run_1/port_trees.png
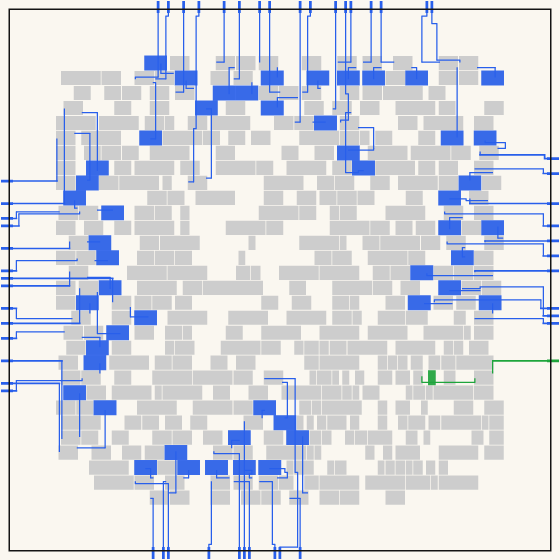
run_1/congestion_map.png
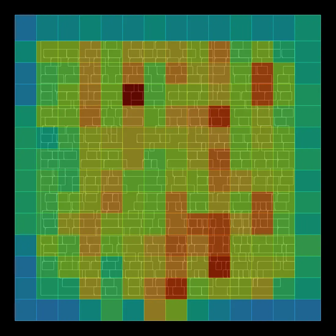
run_1/sizing.png
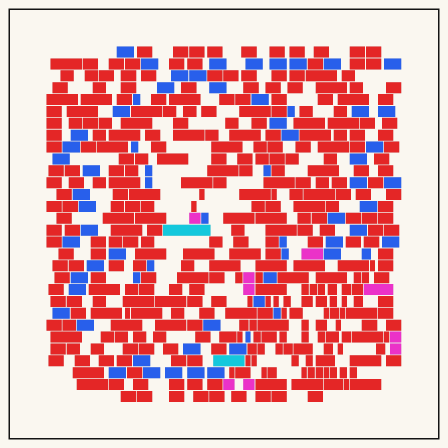
run_1/class_map.png
Bar = 20 um.
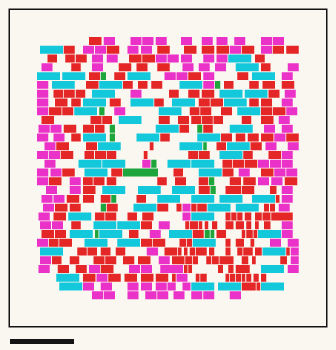
File: config.mk
export PLATFORM = sky130hd
export DESIGN_NAME = bch_enc_scheduler
export DESIGN_NICKNAME = d
export VERILOG_FILES = /design/src/rtl/bch_pkg.sv /design/src/rtl/bch_rr_arb2.sv /design/src/rtl/bch_enc_scheduler.sv
export SDC_FILE = /design/constraint.sdc
export NUM_CORES = 1
export LEC_CHECK = 0
export CAP_MARGIN = 20
export CORE_MARGIN = 8
export CORE_UTILIZATION = 50
export CTS_BUF_LIST = sky130_fd_sc_hd__clkbuf_2
export DETAILED_ROUTE_END_ITERATION = 6
export GPL_ROUTABILITY_DRIVEN = 0
export PLACE_DENSITY_LB_ADDON = 0.25
export SYNTH_ARGS = -nofsm -noshare
export SYNTH_HDL_FRONTEND = slang
export SYNTH_HIERARCHICAL = 1
export SYNTH_SLANG_ARGS = --single-unit
File: constraint.sdc
create_clock -name clk -period 4.3 [get_ports clk]
set_input_delay 0.86 -clock clk [delete_from_list [all_inputs] [get_ports clk]]
set_output_delay 0.86 -clock clk [all_outputs]
set_load 0.1 [all_outputs]
File: src/rtl/bch_pkg.sv
`default_nettype none
// +--------------------------------------------------------------------------+
// | bch_pkg                                                                  |
// | Shared constants and types for the BCH(63,51) encoder scheduler.         |
// | Rev 1.0                                                                  |
// +--------------------------------------------------------------------------+
package bch_pkg;

    localparam int MSG_LEN = 51;
    localparam int CW_LEN  = 63;
    localparam int PAR_LEN = CW_LEN - MSG_LEN;

    typedef enum logic [2:0] {
        IDLE  = 3'd0,
        GRANT = 3'd1,
        MSG   = 3'd2,
        PAR   = 3'd3,
        GAP   = 3'd4
    } sched_state_t;

    typedef logic chan_t;

    localparam chan_t CH0 = 1'b0;
    localparam chan_t CH1 = 1'b1;

endpackage : bch_pkg
`default_nettype wire

File: src/rtl/bch_rr_arb2.sv
`default_nettype none
// +--------------------------------------------------------------------------+
// | bch_rr_arb2                                                              |
// | Two-input round-robin arbiter; registered last-grant pointer.            |
// | Rev 1.0                                                                  |
// +--------------------------------------------------------------------------+
module bch_rr_arb2
    import bch_pkg::*;
(
    input  logic       clk,
    input  logic       rst,
    input  logic [1:0] req,
    input  logic       upd,
    output chan_t      gnt_ch,
    output logic       gnt_any
);

    // Reset value CH1 makes channel 0 win the first tie.
    chan_t r_last;

    always_comb begin
        gnt_any = |req;
        if (req == 2'b11) begin
            gnt_ch = ~r_last;
        end else begin
            gnt_ch = req[1] ? CH1 : CH0;
        end
    end

    always_ff @(posedge clk) begin
        if (rst) begin
            r_last <= CH1;
        end else if (upd && gnt_any) begin
            r_last <= gnt_ch;
        end
    end

endmodule : bch_rr_arb2
`default_nettype wire

File: src/rtl/bch_enc_scheduler.sv
`default_nettype none
// +--------------------------------------------------------------------------+
// | bch_enc_scheduler                                                        |
// | Shares one serial BCH(63,51) encoder between two message sources and    |
// | tags its coded stream. BCH_SCHED_STATS_EN adds per-channel frame counts. |
// | Rev 1.0                                                                  |
// +--------------------------------------------------------------------------+
module bch_enc_scheduler
    import bch_pkg::*;
#(
    parameter int GAP_CYCLES = 0
)
(
    input  logic               clk,
    input  logic               rst,
    input  logic               req0_valid,
    input  logic [MSG_LEN-1:0] req0_data,
    output logic               req0_ready,
    input  logic               req1_valid,
    input  logic [MSG_LEN-1:0] req1_data,
    output logic               req1_ready,
    output logic               enc_en,
    output logic               enc_phase,
    output logic               enc_bit,
    output logic               enc_clr,
    input  logic               enc_cw_bit,
    input  logic               out_ready,
    output logic               out_valid,
    output logic               out_bit,
    output logic               out_sof,
    output logic               out_eof,
    output logic               out_ch
`ifdef BCH_SCHED_STATS_EN
    ,
    output logic [15:0]        frame_cnt0,
    output logic [15:0]        frame_cnt1
`endif
);

    localparam logic [5:0] c_msg_last = 6'(MSG_LEN - 1);
    localparam logic [5:0] c_cw_last  = 6'(CW_LEN - 1);
    localparam logic [3:0] c_gap_last = 4'(GAP_CYCLES - 1);
    localparam bit         c_has_gap  = (GAP_CYCLES > 0);

    sched_state_t       r_state, w_next;
    logic [MSG_LEN-1:0] r_shreg;
    logic [5:0]         r_bit_cnt;
    logic [3:0]         r_gap_cnt;
    chan_t              r_ch;

    logic  w_gnt_any;
    chan_t w_gnt_ch;
    logic  w_enc_en, w_enc_phase, w_enc_bit, w_enc_clr, w_rdy0, w_rdy1;

    logic  r_out_valid, r_out_sof, r_out_eof;
    chan_t r_out_ch;

    bch_rr_arb2 u_arb (
        .clk     (clk),
        .rst     (rst),
        .req     ({req1_valid, req0_valid}),
        .upd     (r_state == GRANT),
        .gnt_ch  (w_gnt_ch),
        .gnt_any (w_gnt_any)
    );

    // Arbitration is re-evaluated in GRANT so a source that dropped valid is not served.
    always_comb begin
        w_next      = r_state;
        w_enc_en    = 1'b0;
        w_enc_phase = 1'b0;
        w_enc_bit   = 1'b0;
        w_enc_clr   = 1'b0;
        w_rdy0      = 1'b0;
        w_rdy1      = 1'b0;
        case (r_state)
            IDLE: begin
                if (req0_valid || req1_valid) w_next = GRANT;
            end
            GRANT: begin
                if (w_gnt_any) begin
                    w_enc_clr = 1'b1;
                    w_rdy0    = (w_gnt_ch == CH0);
                    w_rdy1    = (w_gnt_ch == CH1);
                    w_next    = MSG;
                end else begin
                    w_next = IDLE;
                end
            end
            MSG: begin
                w_enc_en  = out_ready;
                w_enc_bit = r_shreg[MSG_LEN-1];
                if (out_ready && (r_bit_cnt == c_msg_last)) w_next = PAR;
            end
            PAR: begin
                w_enc_en    = out_ready;
                w_enc_phase = 1'b1;
                if (out_ready && (r_bit_cnt == c_cw_last)) w_next = c_has_gap ? GAP : IDLE;
            end
            GAP: begin
                if (r_gap_cnt == c_gap_last) w_next = IDLE;
            end
            default: w_next = IDLE;
        endcase
    end

    // bit_cnt runs 0..62 across MSG and PAR, so it doubles as the codeword bit index.
    always_ff @(posedge clk) begin
        if (rst) begin
            r_state   <= IDLE;
            r_shreg   <= '0;
            r_bit_cnt <= '0;
            r_gap_cnt <= '0;
            r_ch      <= CH0;
        end else begin
            r_state <= w_next;
            case (r_state)
                GRANT: begin
                    if (w_gnt_any) begin
                        r_shreg   <= (w_gnt_ch == CH1) ? req1_data : req0_data;
                        r_ch      <= w_gnt_ch;
                        r_bit_cnt <= '0;
                    end
                end
                MSG: begin
                    if (out_ready) begin
                        r_shreg   <= {r_shreg[MSG_LEN-2:0], 1'b0};
                        r_bit_cnt <= r_bit_cnt + 6'd1;
                    end
                end
                PAR: begin
                    if (out_ready) r_bit_cnt <= r_bit_cnt + 6'd1;
                end
                default: ;
            endcase
            r_gap_cnt <= (r_state == GAP) ? r_gap_cnt + 4'd1 : 4'd0;
        end
    end

    // Tags lag enc_en by one cycle to line up with the encoder's registered output.
    always_ff @(posedge clk) begin
        if (rst) begin
            r_out_valid <= 1'b0;
            r_out_sof   <= 1'b0;
            r_out_eof   <= 1'b0;
            r_out_ch    <= CH0;
        end else begin
            r_out_valid <= w_enc_en;
            r_out_sof   <= w_enc_en && (r_state == MSG) && (r_bit_cnt == 6'd0);
            r_out_eof   <= w_enc_en && (r_state == PAR) && (r_bit_cnt == c_cw_last);
            r_out_ch    <= r_ch;
        end
    end

    assign req0_ready = w_rdy0;
    assign req1_ready = w_rdy1;
    assign enc_en     = w_enc_en;
    assign enc_phase  = w_enc_phase;
    assign enc_bit    = w_enc_bit;
    assign enc_clr    = w_enc_clr;
    assign out_valid  = r_out_valid;
    assign out_bit    = r_out_valid & enc_cw_bit;
    assign out_sof    = r_out_sof;
    assign out_eof    = r_out_eof;
    assign out_ch     = r_out_ch;

`ifdef BCH_SCHED_STATS_EN
    logic [15:0] r_frame_cnt0, r_frame_cnt1;

    always_ff @(posedge clk) begin
        if (rst) begin
            r_frame_cnt0 <= '0;
            r_frame_cnt1 <= '0;
        end else if (r_out_eof) begin
            if (r_out_ch == CH0) r_frame_cnt0 <= r_frame_cnt0 + 16'd1;
            else                 r_frame_cnt1 <= r_frame_cnt1 + 16'd1;
        end
    end

    assign frame_cnt0 = r_frame_cnt0;
    assign frame_cnt1 = r_frame_cnt1;
`endif

endmodule : bch_enc_scheduler
`default_nettype wire

==> results.txt, run 1 <==
Implementation results are summarized by area below.

CTS
In this run the clock root is driven by a sky130_fd_sc_hd__clkbuf_2. The clock transition at the registers of the reported paths is 170 ps. CTS reports a maximum clock tree buffer depth of 2. The number of levels in the clock H-tree is 3.

Per the TritonCTS log, the buffer count is 9. At the later pin of the worst-skew pair, clock insertion delay measures 460 ps.

Critical path
For reference, the most critical setup path is categorized as input pin to output pin. The required time of the critical path is 3440 ps. The data arrival time of the worst path is 2570 ps.

Logic depth along the worst register-to-register path is recorded as 3. The endpoint identified for the worst register-to-register timing path is r_shreg[34]. The startpoint of the most critical register-to-register path is r_state[1]. The biggest fanout along the worst timing path is 14. The cell at the slowest stage of the critical path is sky130_fd_sc_hd__clkdlybuf4s50_1.

The family with the most delay on the worst path is buffers and inverters. The timing report gives the biggest stage delay along the critical path as 570 ps. The kind of end point of the critical path is an output pin.

Yosys
For reference, the post-synthesis area per instance comes to 10.68 um2. The yosys synthesis warning count is 6. The area of the mapped netlist is 3364 um2. Counting flops and latches in the post-synthesis netlist gives 65. The leading register cell type out of synthesis is sky130_fd_sc_hd__dfxtp_1. The adder-cell share of the synthesized area is 1.116%. The cell total in the yosys stat output is 315. The proportion of synthesized chip area in sequential cells is 38.68%. Per the synth stats, the proportion of register bits with asynchronous set or reset is 0%.

Timing
The smallest clock period supported by the final layout is computed as 3434 ps. The maximum clock rate is 291.2 MHz. Setup repair after global routing left no endpoint under its margin. The final max-slew violation count is 0.

The worst hold margin is 476.4 ps. The share of the cycle needed by the critical path after routing is 79.87%. In the post-route analysis, the smallest setup slack over all paths is 865.5 ps. The end-of-flow timing check tallies setup violations at 0.

Cells and area
The filler cell count in the final layout is 529. Once layout is complete, the utilization of the core stands at 69.96%. The final layout report lists a clock buffer count of 11. For this run, the number of standard cells in the final layout without fillers is 505. The count of plain and timing-repair buffers in the layout is 120.

Of all the cell area in the finished design, non-clock buffers hold 25.68%. Among logic cells in the layout, the one with the most instances is sky130_fd_sc_hd__clkdlybuf4s50_1. Multi-input logic gates represent a cell area share of 41.35%.

The multi-input combinational cell count is 216.

Hold path
The number of cells on the worst hold path is listed as 2. Note that the worst hold path type here is flip-flop to flip-flop. Looking at the hold checks, the worst path lands on r_ch.

Power
The power dissipated in combinational cells is 363 uW. The static leakage is 1.977 nW. Across the VDD grid, the largest voltage drop is 0.0001739 V. The flow reports that the clock network draws 24.3% of the design power. The sequential cell power is 683 uW.

Floorplan
The number of rows in the core area is 30. The die outline width is 98.03 um. The y dimension of the die is 98.03 um.

Before placement the cells fill 50.64% of the core. The total area inside the core boundary comes to 6644 um2.

Placement
The half-perimeter wire length after detailed placement is 5.752 mm. The number of placed cells counting well taps is 489. Before CTS, the worst setup slack after placement is 875.1 ps.

Routing
The DRC violation total after the first TritonRoute iteration is 75. The DRC violations left is 0. The number of routed nets with antenna violations is 0. Per the detail_route log, met2 wirelength is 3.720 mm.

Run status
The run finished with clean final reports.

Global route
The initial antenna violation count is 0. The number of global-route vias before repair is 2791.

Flow run
The warning total across the stage logs is 28. Per the run summary, max-cap violations total 0.
-- port_trees.png (at the start) --
blue -> req0_data  # direction input, edge 17 top, 14 left, 10 bottom, 10 right, end cells 51, wire 1130 um
green -> enc_phase  # direction output, edge right, end cells 1, wire 23.6 um

-- congestion_map.png (at the start) --
post-detailed-route wirelength per cell: 15.61 um
global routing usage on met1: 19.68%
met2 track utilization from global routing: 26.61%

-- sizing.png (at the start) --
magenta -> x3 and x4  # cells 9, share 2.1%, most used buf_4
blue -> x2  # cells 67, share 16%, most used mux2_2
cyan -> x6 and larger  # cells 2, share 0.47%
red -> x1 and smaller  # cells 347, share 82%, most used clkdlybuf4s50_1

-- class_map.png (at the start) --
green -> clock drivers and dummy loads  # cells 16, share of their area 2.2%
magenta -> remaining buffers and delay cells  # cells 120, share of their area 26%
red -> remaining logic cells  # cells 224, share of their area 43%
cyan -> registers  # cells 65, share of their area 29%

## run 1: routing by layer
metal	track usage (%)	vias up
li1	-	1395
met1	19.68	1244
met2	26.61	80
met3	4.765	10
met4	6.475	0
met5	0	-
## run 1: how the worst max path moves through the flow
stage / start / endpoint / cells after the start
after floorplan: req1_valid / req0_ready / 4
after global placement: req0_valid / req1_ready / 7
after detailed placement: req0_valid / req1_ready / 7
after CTS: req0_valid / req1_ready / 7
after global routing: req0_valid / req1_ready / 7
final: req0_valid / req1_ready / 7
## run 1: registers in the layout, summed over array words and instances, names as in the netlist
name	cells
r_ch	1
out_valid	1
out_sof	1
u_arb/r_last	1
out_ch	1
r_state	2
r_shreg	51
r_bit_cnt	6
out_eof	1
## run 1: cell usage after synthesis, types with 2 or more instances
master,number,share of area (%)
sky130_fd_sc_hd__mux2_2,50,17
sky130_fd_sc_hd__dfxtp_1,65,39
sky130_fd_sc_hd__or3_1,3,0.56
sky130_fd_sc_hd__nand2_1,7,0.78
sky130_fd_sc_hd__clkbuf_1,8,0.89
sky130_fd_sc_hd__a21oi_1,8,1.2
sky130_fd_sc_hd__inv_1,7,0.78
sky130_fd_sc_hd__nor2b_1,2,0.37
sky130_fd_sc_hd__o21ai_0,3,0.45
sky130_fd_sc_hd__and3_1,3,0.56
sky130_fd_sc_hd__nand3b_1,2,0.45
sky130_fd_sc_hd__buf_4,5,1.1
sky130_fd_sc_hd__nand3_1,12,1.8
sky130_fd_sc_hd__buf_2,13,1.9
sky130_fd_sc_hd__nor2_1,6,0.67
sky130_fd_sc_hd__ha_1,3,1.1
sky130_fd_sc_hd__o2bb2ai_1,50,13
sky130_fd_sc_hd__mux2i_1,52,15
==> run 2: changes to the inputs <==
- CORE_UTILIZATION: 50 -> 47
- clock period: 4.3 -> 3.6 ns (I/O delays scaled with it)
run_2/sizing.png
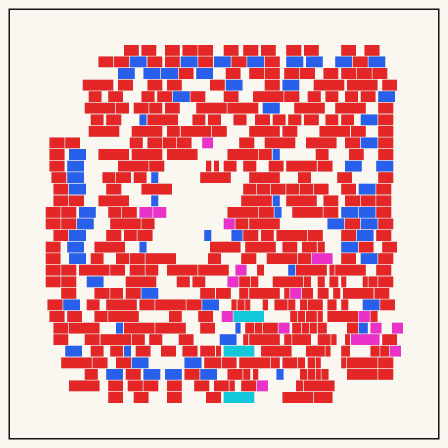
blue -> x2  # cells 66, share 15%, most used mux2_2
cyan -> x6 and larger  # cells 3, share 0.70%, most used buf_12
red -> x1 and smaller  # cells 344, share 80%, most used clkdlybuf4s50_1
magenta -> x3 and x4  # cells 16, share 3.7%, most used buf_4

run_2/route_heat.png
Bar = 20 um. The die is cut into 20 by 20 equal tiles; dark purple is low, yellow is high, scaled to the fullest tile. Values are wire area over tile area, all layers added.
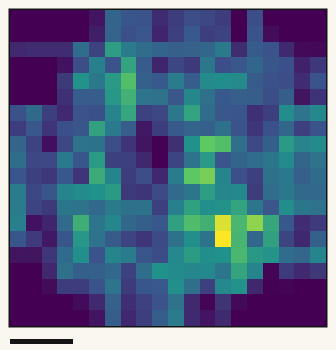
emptiest ninth of the die = top left
fullest tile = 0.45
nearly empty tiles = 15%
densest ninth of the die = right middle

==> run 2 against run 1 <==
Against the previous run:
- die size up 5.3%
- sequential power up 19%
- register-to-register slack worse by 380 ps
- area after synthesis unchanged
- sequential share of layout area down 0.39 points
- largest cell class unchanged
- final cell count up 4.6%
- setup slack worse by 130 ps
- combinational power up 22%
==> results.txt, run 2 <==
Implementation results are summarized by area below.

Floorplan
After floorplanning, the core was divided into 31 placement rows. Before placement the cells fill 47.40% of the core. In this run the count of I/O pins placed on the die edge is 119.

The die area is 10120 um2. From bottom edge to top edge, the die measures 100.6 um. Measured along the x axis, the die boundary spans 100.6 um. The core region is 7098 um2.

Critical path
According to the timing report, the data required time at the worst endpoint equals 2880 ps. Measured in cells, the most critical reg-to-reg path has a length of 5. Looking at the reg2reg group, the worst path starts from r_state[1]. The critical path startpoint is req0_valid. The type of element launching the critical path is an input pin.

According to the timing report, the critical path is captured at req1_ready. The endpoint of the lowest-slack register-to-register path is r_shreg[24]. The data arrival time of the worst path is 2150 ps. The timing report gives the worst reg2reg path a setup slack of 1610 ps. The class of the most critical setup path is input pin to output pin.

The biggest fanout along the worst timing path is 5. STA classifies the critical path endpoint as an output pin.

Yosys
The proportion of netlist area held by the largest area contributor is 38.68%. The synthesized area per cell is 10.68 um2. Of the synthesized area, sequential elements account for 38.68%.

Ranked by instance count, the synthesized netlist is headed by sky130_fd_sc_hd__dfxtp_1, sky130_fd_sc_hd__mux2i_1, sky130_fd_sc_hd__mux2_2, sky130_fd_sc_hd__o2bb2ai_1, sky130_fd_sc_hd__buf_2. The main kind of combinational logic by area is multiplexers. The cell-mix breakdown from Yosys lists the adder-cell area share as 1.116%. The post-synth tally of flip-flops with integrated enable is 0. The cell count after synthesis came out at 315.

The chip area line in the Yosys stat output reads 3364 um2. For this design, Yosys synthesis ends with a cell count of 315. The number of synthesized register bits is 65. The area of the mapped netlist is 3364 um2. Synthesis instantiated 34 different standard cells from the library.

The cell taking the most area after synthesis is sky130_fd_sc_hd__dfxtp_1. The share of async-settable or async-resettable flops after synthesis is 0%. The dominant cell by count in the synthesized netlist is sky130_fd_sc_hd__dfxtp_1. In this run, the synthesized area fraction spent on AND-OR/OR-AND gates is recorded as 15.99%.

For this run, the leading register cell type out of synthesis is sky130_fd_sc_hd__dfxtp_1. The synthesized netlist devotes 6.582% of its cell area to simple gates. The main area contributors are sky130_fd_sc_hd__dfxtp_1, sky130_fd_sc_hd__mux2_2, sky130_fd_sc_hd__mux2i_1.

The multiplexer share of the synthesized area is 32.54%. The number of nets at floorplan is 426. The yosys synthesis warning count is 6.

Routing
The highest routing layer actually used is met4. In the final routing, the length of wire on met1 measures 3.680 mm. The post-detailed-routing wire length is 7.869 mm. The detailed-route vias per instance is 5.248. The via count is 2771. The number of routed nets with antenna violations is 0. The DRC violations left is 0.

After the first detailed-routing iteration, the DRC count stood at 57. For this sky-water flow run, the detailed-routed wirelength per cell is reported as 14.90 um. Summed over all nets, wire length on met2 after detailed routing comes to 3.659 mm.

Power
The power report lists cell-internal power as 1.120 mW. The leakage component of the power was reported as 1.992 nW. The sequential cell power is 814 uW. In this run, power in combinational logic comes to 444 uW. The share of power burned in registers is 50.4%. The largest power group is registers. Across the VDD grid, the largest voltage drop is 0.0002203 V. The switching power as a share of total power is 30.65%. The share of total power dissipated in the clock network is 22.1%.

Summed over all nets, the switching power comes to 495.0 uW. Combinational cells account for 27.5% of the total power. The clock-net power is 356 uW. The power density normalized to cell area is 342.5 nW/um2.

Flow run
The max-cap check violation count is 0. The logs give a warning total of 28.

Timing
The transition time recorded at the tightest slew-check pin is 977.9 ps. For this run, the top clock speed supported by timing is 348.9 MHz. The worst path needs 2866 ps of the cycle, external delays included.

The final max-slew violation count is 0. The final setup violation count is 0. Setup repair after global routing left no endpoint under its margin. The worst slew margin relative to its limit is 34.60%. The share of the cycle needed by the critical path after routing is 79.60%. Between clock sinks in the finished design, the worst skew comes to 19.78 ps. The final worst slack is 734.2 ps. The worst hold margin is 462.8 ps.

CTS
The tree is rooted in a sky130_fd_sc_hd__clkbuf_2. Hold repair after CTS inserted 0 buffers. The count of instances resized after the clock tree is built is 0. The sink count of the clock tree is 65. The CTS report gives the tree buffer count as 9. The buffer levels on the longest clock path is 2. The CTS tree is built. Per the skew report, the later register of the worst-skew pair sees a clock latency of 480 ps. The number of levels in the clock H-tree is 3. On the reported timing paths, the clock transition at the registers reads 180 ps. The number of setup buffers added after CTS is 0.

Global route
The met1 track demand over resource in global routing is 19.55%. The number of global-route vias before repair is 2759. The global-route track usage on met2 is 24.45%. In this run the most used layer during global routing was met2. The largest net degree at the start of global routing is 51. The initial antenna violation count was 0. The first global-routing pass estimated 12.96 mm of wire. The total overflow left after global routing is 0. Overall routing resource usage recorded by global route was 15.50%. Global routing used 4.006% of the available met3 tracks.

Cells and area
The registers reported with the highest flop counts are r_shreg: 51 flops, r_bit_cnt: 6 flops, r_state: 2 flops. The area added between synthesis and finish is 40.13%. Once layout is complete, the utilization of the core stands at 66.42%. The total inserted antenna cells is 0. The filler cell count in the final layout is 565. The register with the most flip-flops in the layout has 51 of them. The net count of the finished layout is 535. Leaving out fill and tap cells, the most frequent cells in the layout are sky130_fd_sc_hd__clkdlybuf4s50_1, sky130_fd_sc_hd__dfxtp_1, sky130_fd_sc_hd__mux2i_1. The register ranked first by flip-flop count is r_shreg. The most frequently placed logic cell in the final layout is sky130_fd_sc_hd__clkdlybuf4s50_1.

Placement
Port buffering added 118 buffers. The minimum setup slack after placement is 744.8 ps. In the placement report, post-DP HPWL is listed as 5.900 mm.

Run status
The flow ran to the end, and the final reports show no timing, DRC or antenna violations.

Hold path
The type of the most critical hold path is flip-flop to flip-flop.
## run 2: cell counts after synthesis
Identical to the previous run, type by type.
## run 2: critical path: stages
cell                              delay (ps)
sky130_fd_sc_hd__clkdlybuf4s50_1         500
sky130_fd_sc_hd__or2_2                   310
sky130_fd_sc_hd__nand3b_1                180
sky130_fd_sc_hd__inv_2                    90
sky130_fd_sc_hd__nand2_1                 100
sky130_fd_sc_hd__inv_1                    70
sky130_fd_sc_hd__buf_12                  160
## run 2: logic make-up (layout without fill, tap and decap cells)
| group | Yosys count | count (layout) |
|---|---|---|
| AND/OR/NAND/NOR | 42 | 42 |
| AND-OR/OR-AND | 67 | 67 |
| adder cells (fa/ha/maj) | 3 | 3 |
| multiplexers | 103 | 103 |
| XOR/XNOR | 1 | 1 |
| flip-flops | 65 | 65 |
| buffers and inverters | 34 | 148 |
## run 2: worst min-delay path by stage
stage                        to  slack [ps]         from  cells past startpoint
global route        r_shreg[46]         490  r_shreg[46]                      1
finish                     r_ch         460         r_ch                      2
CTS                        r_ch         470         r_ch                      2
detailed placement         r_ch         440         r_ch                      2
floorplan           r_shreg[10]         430  r_shreg[10]                      1
global placement    r_shreg[33]         440  r_shreg[33]                      1
## run 2: stage by stage
stage	cell area [um2]	instances
4_1_cts	4715	528
3_5_place_dp	4622	512
5_1_grt	4715	528
6_report	4715	528
3_3_place_gp	4622	512
2_1_floorplan	3364	315
## run 2: area by class of cell
type / instances / area [um2] / area share (%)
well taps: 99 / 123.9 / 2.627
clock inverters: 7 / 47.55 / 1.008
clock buffers: 9 / 45.04 / 0.9554
multi-input cells: 216 / 1921 / 40.74
inverters: 8 / 30.03 / 0.6369
flip-flops and latches: 65 / 1301 / 27.60
repair buffers: 124 / 1246 / 26.43
==> run 3: changes to the inputs <==
- CORE_UTILIZATION: 47 -> 42
- clock period: 3.6 -> 2.6 ns (I/O delays scaled with it)
run_3/congestion_map.png
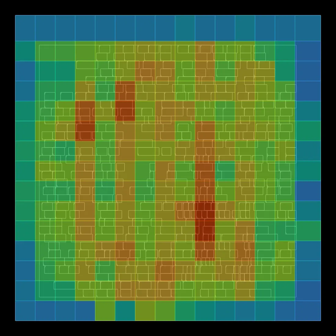
utilization after layout: 63.02%
Tot GR Track Use: 15.03%

run_3/route_heat.png
Bar = 20 um. The die is cut into 21 by 21 equal tiles; dark purple is low, yellow is high, scaled to the fullest tile. Values are wire area over tile area, all layers added.
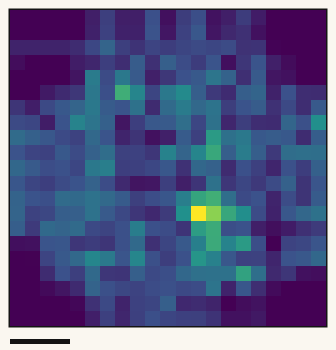
nearly empty tiles = 14%
mean over tiles = 0.12
fullest tile = 0.56
tiles over half the peak = 3.2%

==> run 3 against run 2 <==
Against the previous run:
- clock skew is 1.5 ps higher
- first-iteration DRC count is 40% higher
- wire length is 4.1% higher
- largest cell class unchanged
- flip-flop count stayed put
- register-to-register slack worse by 820 ps
- worst hold slack better by 12 ps
- global-route usage is 0.47 points lower
- via count is 0.61% higher
- sequential share of layout area is 0.88 points lower
- critical path depth stayed put
==> results.txt, run 3 <==
Implementation results are summarized by area below.

Yosys
Yosys stat counts 315 cells in the synthesized netlist. The post-synth tally of flip-flops with integrated enable is 0. The proportion of netlist area held by the largest area contributor is 38.68%. Summed over all instances, the cell type with the most area after synthesis is sky130_fd_sc_hd__dfxtp_1. The number of nets at floorplan is 426. The synthesized area per cell is 10.68 um2. Ranked by total cell area, the synthesized netlist is headed by sky130_fd_sc_hd__dfxtp_1, sky130_fd_sc_hd__mux2_2, sky130_fd_sc_hd__mux2i_1. The dominant cell by count in the synthesized netlist is sky130_fd_sc_hd__dfxtp_1. The synthesis stat section lists a flop and latch total of 65. The share of async-settable or async-resettable flops after synthesis is 0%. In the synthesized netlist, the number of instances is 315. Summing every instance area after synthesis gives 3364 um2. The stat command in Yosys gives a chip area of 3364 um2.

For reference, the top cells by count after synthesis are sky130_fd_sc_hd__dfxtp_1, sky130_fd_sc_hd__mux2i_1, sky130_fd_sc_hd__mux2_2, sky130_fd_sc_hd__o2bb2ai_1, sky130_fd_sc_hd__buf_2. The proportion of synthesized chip area in sequential cells is 38.68%.

Timing
The worst path meets setup with 146.0 ps of slack. The final setup violation count is 0. Across all hold checks on the routed design, the worst slack comes to 474.6 ps.

In the final report, the number of pins over their slew limit comes to 0. Setup repair after global routing left no endpoint under its margin. The maximum clock rate is 407.5 MHz.

The clock skew is 21.26 ps.

Global route
The most used routing layer is met2. Global routing consumed, on the met3 layer, 4.446% of the routing resources. On met1, the global router reports a usage of 18.19%.

The number of global-route vias before repair is 2984. The first global-routing pass estimated 14.06 mm of wire. Entering global routing, the biggest net connects 51 pins. Summed over all layers, the global routing overflow is 0. met2 track demand over resource after global routing is 24.73%.

Cells and area
The finished layout holds 532 standard cells, fillers aside. The area added between synthesis and finish is 44.74%. For this run, the script counts the antenna cells in the layout as 0. The library cells used most frequently in the layout, excluding fill and tap cells, are sky130_fd_sc_hd__clkdlybuf4s50_1, sky130_fd_sc_hd__dfxtp_1, sky130_fd_sc_hd__mux2i_1. The most frequently placed logic cell in the final layout is sky130_fd_sc_hd__clkdlybuf4s50_1.

In the final layout, the registers with the most flip-flops are r_shreg: 51 flops, r_bit_cnt: 6 flops, r_state: 2 flops. The net total in the final layout is 536. The post-route standard cell area excluding fillers is 4870 um2. The filler cell count in the final layout is 667.

CTS
The worst-skew pair later-pin latency is 470 ps. The buffer count from post-CTS setup fixing is 0. The hold buffer count at CTS is 0. The buffer levels on the longest clock path is 2. On the reported timing paths, the clock transition at the registers reads 200 ps. The count of instances resized after the clock tree is built is 0. The cell at the root of the clock tree is sky130_fd_sc_hd__clkbuf_2. The number of levels in the clock H-tree is 3.

Routing
The detailed-routed wire length on met2 is 3.892 mm. Per the detail_route report, vias per standard cell equal 5.241. The number of routed nets with antenna violations is 0. The average detailed-routed wire length per instance is 15.40 um. The post-detailed-routing wire length is 8.194 mm.

The script parses the final routing iteration and logs DRC violations as 0. Signal routing reaches up to met4. The met1 wire length is 3.753 mm.

Flow run
The max-cap check violation count is 0.

Critical path
For the worst flop-to-flop path, the logic depth is 5. The worst setup path is captured at an output pin. The endpoint identified for the worst register-to-register timing path is r_shreg[3]. Of all nets on the critical path, the largest fanout is 5. In the setup report, the worst path falls into the class input pin to output pin.

Data on the critical path is required at its endpoint by 2080 ps. The critical path endpoint is req1_ready.

Placement
The detailed placer reported the number of placed instances as 516. The half-perimeter wire length after detailed placement is 6.036 mm. The cell area reported after detailed placement is 4730 um2.

Floorplan
The vertical die dimension reported for this design is 105.5 um. The boundary pin count is 119. The die is 105.5 um wide. The number of rows in the core area is 32. At the floorplan stage, the core utilization is reported as 43.54%.

Hold path
The path class of the tightest hold or removal check is flip-flop to flip-flop. The hold-critical path depth is 2.

Power
The power density normalized to cell area is 506.5 nW/um2. The highest ir drop seen on vdd is 0.0002251 V. The relative contribution of the clock network to total power is 28.2%.

The net switching power in the latest report is 699.1 uW. The share of power burned in registers is 45.8%.

Run status
The run finished with clean final reports.
-- run 3: kinds of logic (layout without fill, tap and decap cells) --
family	count (synthesis)	after routing	share of synthesized area, %
xor+xnor	1	1	0.2604
buf+inv	34	149	4.835
fa+ha+maj	3	3	1.116
mux	103	103	32.54
flops	65	65	38.68
compound gates	67	67	15.99
simple gates	42	42	6.583
-- run 3: critical path, stage by stage --
cell and delay (ps):
sky130_fd_sc_hd__clkdlybuf4s50_1 490, sky130_fd_sc_hd__or2_2 310, sky130_fd_sc_hd__nand3b_1 190, sky130_fd_sc_hd__inv_2 100
sky130_fd_sc_hd__nand2_1 90, sky130_fd_sc_hd__inv_1 70, sky130_fd_sc_hd__buf_12 160
-- run 3: area by class of cell --
type                            count  area (um2)  area share [%]
Multi-Input combinational cell    216        1927           39.57
Timing Repair Buffer              125        1344           27.60
Sequential cell                    65        1301           26.72
Tap cell                          102       127.6           2.621
Clock inverter                      7       95.09           1.953
Clock buffer                        9       45.04          0.9250
Inverter                            8       30.03          0.6166
-- run 3: power by group through the flow --
stage	sequential [mW]	combinational (mW)	clock, mW
5_1_grt	1.14	0.697	0.769
3_5_place_dp	1.15	0.649	0
2_1_floorplan	1.14	0.385	0
3_3_place_gp	1.15	0.638	0
4_1_cts	1.13	0.651	0.714
6_report	1.13	0.642	0.695
-- run 3: worst min-delay path by stage --
stage / slack (ps) / end / startpoint
3_3_place_gp: 440 / r_shreg[26] / r_shreg[26]
6_report: 470 / r_ch / r_ch
2_1_floorplan: 430 / r_shreg[10] / r_shreg[10]
5_1_grt: 490 / r_shreg[7] / r_shreg[7]
3_5_place_dp: 450 / r_shreg[7] / r_shreg[7]
4_1_cts: 470 / r_ch / r_ch
Power is estimated from default activity; no workload was simulated.
